<file path="config.mk">
export PLATFORM = sky130hd
export DESIGN_NAME = sr_drive_ctrl
export DESIGN_NICKNAME = d
export VERILOG_FILES = /design/src/rtl/sr_drive_pkg.sv /design/src/rtl/sr_drive_timer.sv /design/src/rtl/sr_drive_ctrl.sv
export SDC_FILE = /design/constraint.sdc
export NUM_CORES = 1
export LEC_CHECK = 0
export CAP_MARGIN = 20
export CORE_MARGIN = 10
export CORE_UTILIZATION = 30
export DETAILED_ROUTE_END_ITERATION = 8
export PLACE_DENSITY = 0.54
export SLEW_MARGIN = 20
export SYNTH_ARGS = -nofsm -noshare
export SYNTH_HDL_FRONTEND = slang
export SYNTH_HIERARCHICAL = 1
export SYNTH_SLANG_ARGS = --single-unit
</file>
<file path="constraint.sdc">
create_clock -name clk -period 1.77 [get_ports clk]
set_clock_uncertainty 0.1 [all_clocks]
set_input_delay 0.177 -clock clk [delete_from_list [all_inputs] [get_ports clk]]
set_output_delay 0.177 -clock clk [all_outputs]
set_load 0.01 [all_outputs]
</file>
<file path="src/rtl/sr_drive_pkg.sv">
// Shared types and helpers for the sr_flipflop drive controller.
package sr_drive_pkg;

  typedef enum logic [2:0] {
    INIT_CLR,
    IDLE,
    DRIVE_S,
    DRIVE_R,
    DEAD
  } state_t;

  typedef enum logic {
    OP_SET,
    OP_CLR
  } op_t;

  function automatic int unsigned max_u(input int unsigned a, input int unsigned b);
    return (a > b) ? a : b;
  endfunction

endpackage

</file>
<file path="src/rtl/sr_drive_timer.sv">
// Loadable down-counter; done flags count==1 and the count saturates at 0.
module sr_drive_timer
  import sr_drive_pkg::*;
#(
  parameter int unsigned CNT_W   = 2,
  parameter int unsigned RST_VAL = 2
) (
  input  logic             clk,
  input  logic             rst,
  input  logic             load,
  input  logic [CNT_W-1:0] load_val,
  output logic             done
);

  logic [CNT_W-1:0] count_q;

  always_ff @(posedge clk) begin
    if (rst) begin
      count_q <= CNT_W'(RST_VAL);
    end else if (load) begin
      count_q <= load_val;
    end else if (count_q != '0) begin
      count_q <= count_q - CNT_W'(1);
    end
  end

  assign done = (count_q == CNT_W'(1));

endmodule

</file>
<file path="src/rtl/sr_drive_ctrl.sv">
// Command stage generating exclusive s/r pulses for sr_flipflop, with dead time and a q mirror.
// Optional macro SR_DRIVE_SKIP_REDUNDANT_EN suppresses pulses that would not change the latch.
module sr_drive_ctrl
  import sr_drive_pkg::*;
#(
  parameter int unsigned PULSE_W = 2,
  parameter int unsigned DEAD_W  = 1
) (
  input  logic clk,
  input  logic rst,
  input  logic set_req,
  input  logic clr_req,
  output logic req_ready,
  output logic s,
  output logic r,
  output logic busy,
  output logic q_mirror,
  output logic err_both
);

  localparam int unsigned CNT_W = $clog2(max_u(PULSE_W, DEAD_W) + 1);
  localparam state_t POST_PULSE = (DEAD_W > 0) ? DEAD : IDLE;

  state_t           state_q, state_d;
  logic             s_q, s_d;
  logic             r_q, r_d;
  logic             q_mirror_q, q_mirror_d;
  logic             err_q, err_d;
  logic             tmr_load;
  logic [CNT_W-1:0] tmr_val;
  logic             tmr_done;
  op_t              req_op;
  logic             redundant;

  sr_drive_timer #(
    .CNT_W  (CNT_W),
    .RST_VAL(PULSE_W)
  ) u_timer (
    .clk     (clk),
    .rst     (rst),
    .load    (tmr_load),
    .load_val(tmr_val),
    .done    (tmr_done)
  );

  assign req_op = set_req ? OP_SET : OP_CLR;

`ifdef SR_DRIVE_SKIP_REDUNDANT_EN
  assign redundant = ((req_op == OP_SET) == q_mirror_q);
`else
  assign redundant = 1'b0;
`endif

  always_comb begin
    state_d    = state_q;
    s_d        = s_q;
    r_d        = r_q;
    q_mirror_d = q_mirror_q;
    err_d      = 1'b0;
    tmr_load   = 1'b0;
    tmr_val    = CNT_W'(PULSE_W);

    unique case (state_q)
      INIT_CLR: begin
        s_d = 1'b0;
        // First cycle after reset only raises r; the timer starts counting once r is high.
        if (!r_q) begin
          r_d      = 1'b1;
          tmr_load = 1'b1;
        end else if (tmr_done) begin
          r_d        = 1'b0;
          q_mirror_d = 1'b0;
          state_d    = POST_PULSE;
          tmr_load   = 1'b1;
          tmr_val    = CNT_W'(DEAD_W);
        end
      end

      IDLE: begin
        s_d = 1'b0;
        r_d = 1'b0;
        if (set_req && clr_req) begin
          err_d = 1'b1;
        end else if ((set_req ^ clr_req) && !redundant) begin
          tmr_load = 1'b1;
          if (req_op == OP_SET) begin
            state_d = DRIVE_S;
            s_d     = 1'b1;
          end else begin
            state_d = DRIVE_R;
            r_d     = 1'b1;
          end
        end
      end

      DRIVE_S: begin
        if (tmr_done) begin
          s_d        = 1'b0;
          q_mirror_d = 1'b1;
          state_d    = POST_PULSE;
          tmr_load   = 1'b1;
          tmr_val    = CNT_W'(DEAD_W);
        end
      end

      DRIVE_R: begin
        if (tmr_done) begin
          r_d        = 1'b0;
          q_mirror_d = 1'b0;
          state_d    = POST_PULSE;
          tmr_load   = 1'b1;
          tmr_val    = CNT_W'(DEAD_W);
        end
      end

      DEAD: begin
        if (tmr_done) begin
          state_d = IDLE;
        end
      end

      default: begin
        state_d  = INIT_CLR;
        s_d      = 1'b0;
        r_d      = 1'b0;
        tmr_load = 1'b1;
      end
    endcase
  end

  always_ff @(posedge clk) begin
    if (rst) begin
      state_q    <= INIT_CLR;
      s_q        <= 1'b0;
      r_q        <= 1'b0;
      q_mirror_q <= 1'b0;
      err_q      <= 1'b0;
    end else begin
      state_q    <= state_d;
      s_q        <= s_d;
      r_q        <= r_d;
      q_mirror_q <= q_mirror_d;
      err_q      <= err_d;
    end
  end

  assign req_ready = (state_q == IDLE);
  assign busy      = (state_q != IDLE);
  assign s         = s_q;
  assign r         = r_q;
  assign q_mirror  = q_mirror_q;
  assign err_both  = err_q;

endmodule
</file>
A small window of the routed layout:
Window x 18 to 48, y 18 to 48 um. Cells in grey, sequential cells in the stronger grey; small squares are vias.
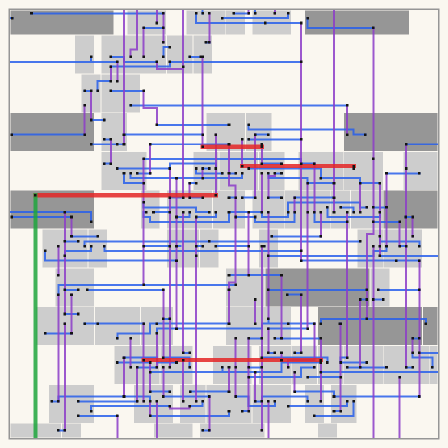
colour	layer
red	met3
purple	met2
green	met4
blue	met1
netlist names of flops here include	state_q (3), u_timer/count_q (2)
cells with their middle in the window	64
most frequent	dfxtp_1 (8), a21oi_1 (7), inv_1 (5)
sequential cells in the window	8

Gate-type map:
Drawn at 6 px/um.
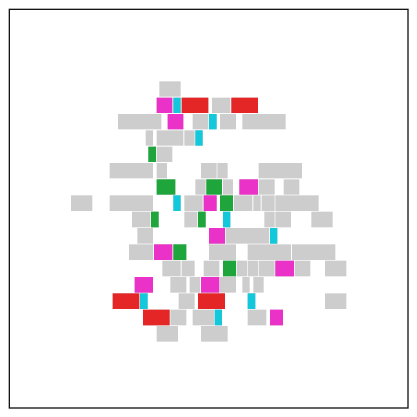
colour	family	cells
green	NOR gates	8
cyan	inverters	9
red	adder and majority cells	5
magenta	AND and OR gates	10
Post-Layout Cell Count: 116
logic share of the area: 49.6%

==> results_slide.txt <==
Implementation Results

Floorplanning
  – IO Pins: 10

Yosys
  – Post-synth top area share: 28.1%
  – Synth Flop Type: dfxtp_1
  – Most instantiated cells after synthesis: dfxtp_1 (9), inv_1 (9), a21oi_1 (8), ha_1 (5), nand3b_1 (4)
  – Yosys stat area: 641 um^2
  – Cell count after synthesis: 74
  – Top cells by area: dfxtp_1 (28%), ha_1 (9.8%), a21oi_1 (6.3%), inv_1 (5.3%), buf_6 (5.3%)
  – Ys flops: 9

GRT
  – GR Layer Usage met2: 9.93%
  – M3 GR Usage: 2.88%
  – Largest net degree at the start of global routing: 16

Pwr
  – Leakage power: 0.000359 uW
  – Sw Pwr: 113 uW

Clock tree
  – Root Buffer Master: clkbuf_4
  – Max clock buf depth: 2
  – CTS tree: built

Final timing
  – Final Setup Violations: 0
  – Final period util: 94.5%
  – Worst slew pin tran: 403 ps

Setup path
  – CP cell instances: or3b_2 > inv_1 > clkdlybuf4s15_1
  – CP max stage cell: or3b_2

Drt
  – Post-Route WL: 1370 um

Finish
  – Biggest register: state_q
  – Clk cell area share: 3.29%

Placement
  – Placed Area: 768 um^2

Run status
  – Status: completed

Hold path
  – Hold Startpoint: set_req
Placed standard cells:
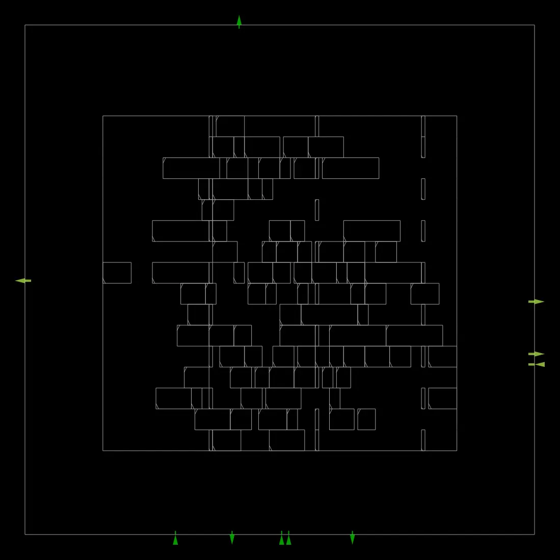
Util after Layout: 39.9%
FFs & Latches: 9
filler cell count: 212

## placed cells by master (no fill, tap or decap), types with 2 or more instances in the layout
cell type and n:
inv_1 9, and2b_1 2, clkdlybuf4s50_1 6, nor2b_1 2
ha_1 5, o31ai_1 2, nand3b_1 4, clkbuf_4 3
nor2_1 3, a31oi_1 2, and2b_2 2, nand2_1 2
a21oi_1 7, buf_4 5, dfxtp_1 9, o21ai_0 2
## worst paths after layout
| check | endpoint | slack [ps] | cells after the start |
|---|---|---|---|
| worst max-delay path | req_ready | 100 | 3 |
| worst min-delay path | state_q[0] | 400 | 6 |
| worst max register to register | u_timer/count_q[1] | 140 | 7 |
| worst min register to register | q_mirror | 410 | 2 |
## timing repair
item	4_1_cts	5_1_grt
hold buffers	0	0
setup endpoints to repair	2	3
gates resized	2	3
## power by group through the flow
stage / sequential, uW / clock (uW) / combinational [uW]
5_1_grt: 218 / 183 / 89.0
3_5_place_dp: 221 / 0 / 78.5
4_1_cts: 217 / 167 / 78.8
2_1_floorplan: 221 / 0 / 50.6
3_3_place_gp: 221 / 0 / 78.1
6_report: 217 / 157 / 77.4
## worst max-delay path: cells and delay by family (launching register included)
| kind | cells | cell delay [ps] |
|---|---|---|
| buffers and inverters | 2 | 360 |
| flip-flops | 1 | 310 |
| AND/OR/NAND/NOR | 1 | 470 |
## logic make-up (layout without fill, tap and decap cells)
| kind of cell | after synthesis | count (layout) | share of synthesized area (%) |
|---|---|---|---|
| AND-OR/OR-AND | 20 | 20 | 21.3 |
| multiplexers | 1 | 1 | 1.76 |
| buffers and inverters | 12 | 27 | 10.5 |
| AND/OR/NAND/NOR | 26 | 26 | 27.2 |
| adder cells (fa/ha/maj) | 5 | 5 | 9.77 |
| XOR/XNOR | 1 | 1 | 1.37 |
| flip-flops | 9 | 9 | 28.1 |
Power is estimated from default activity; no workload was simulated.
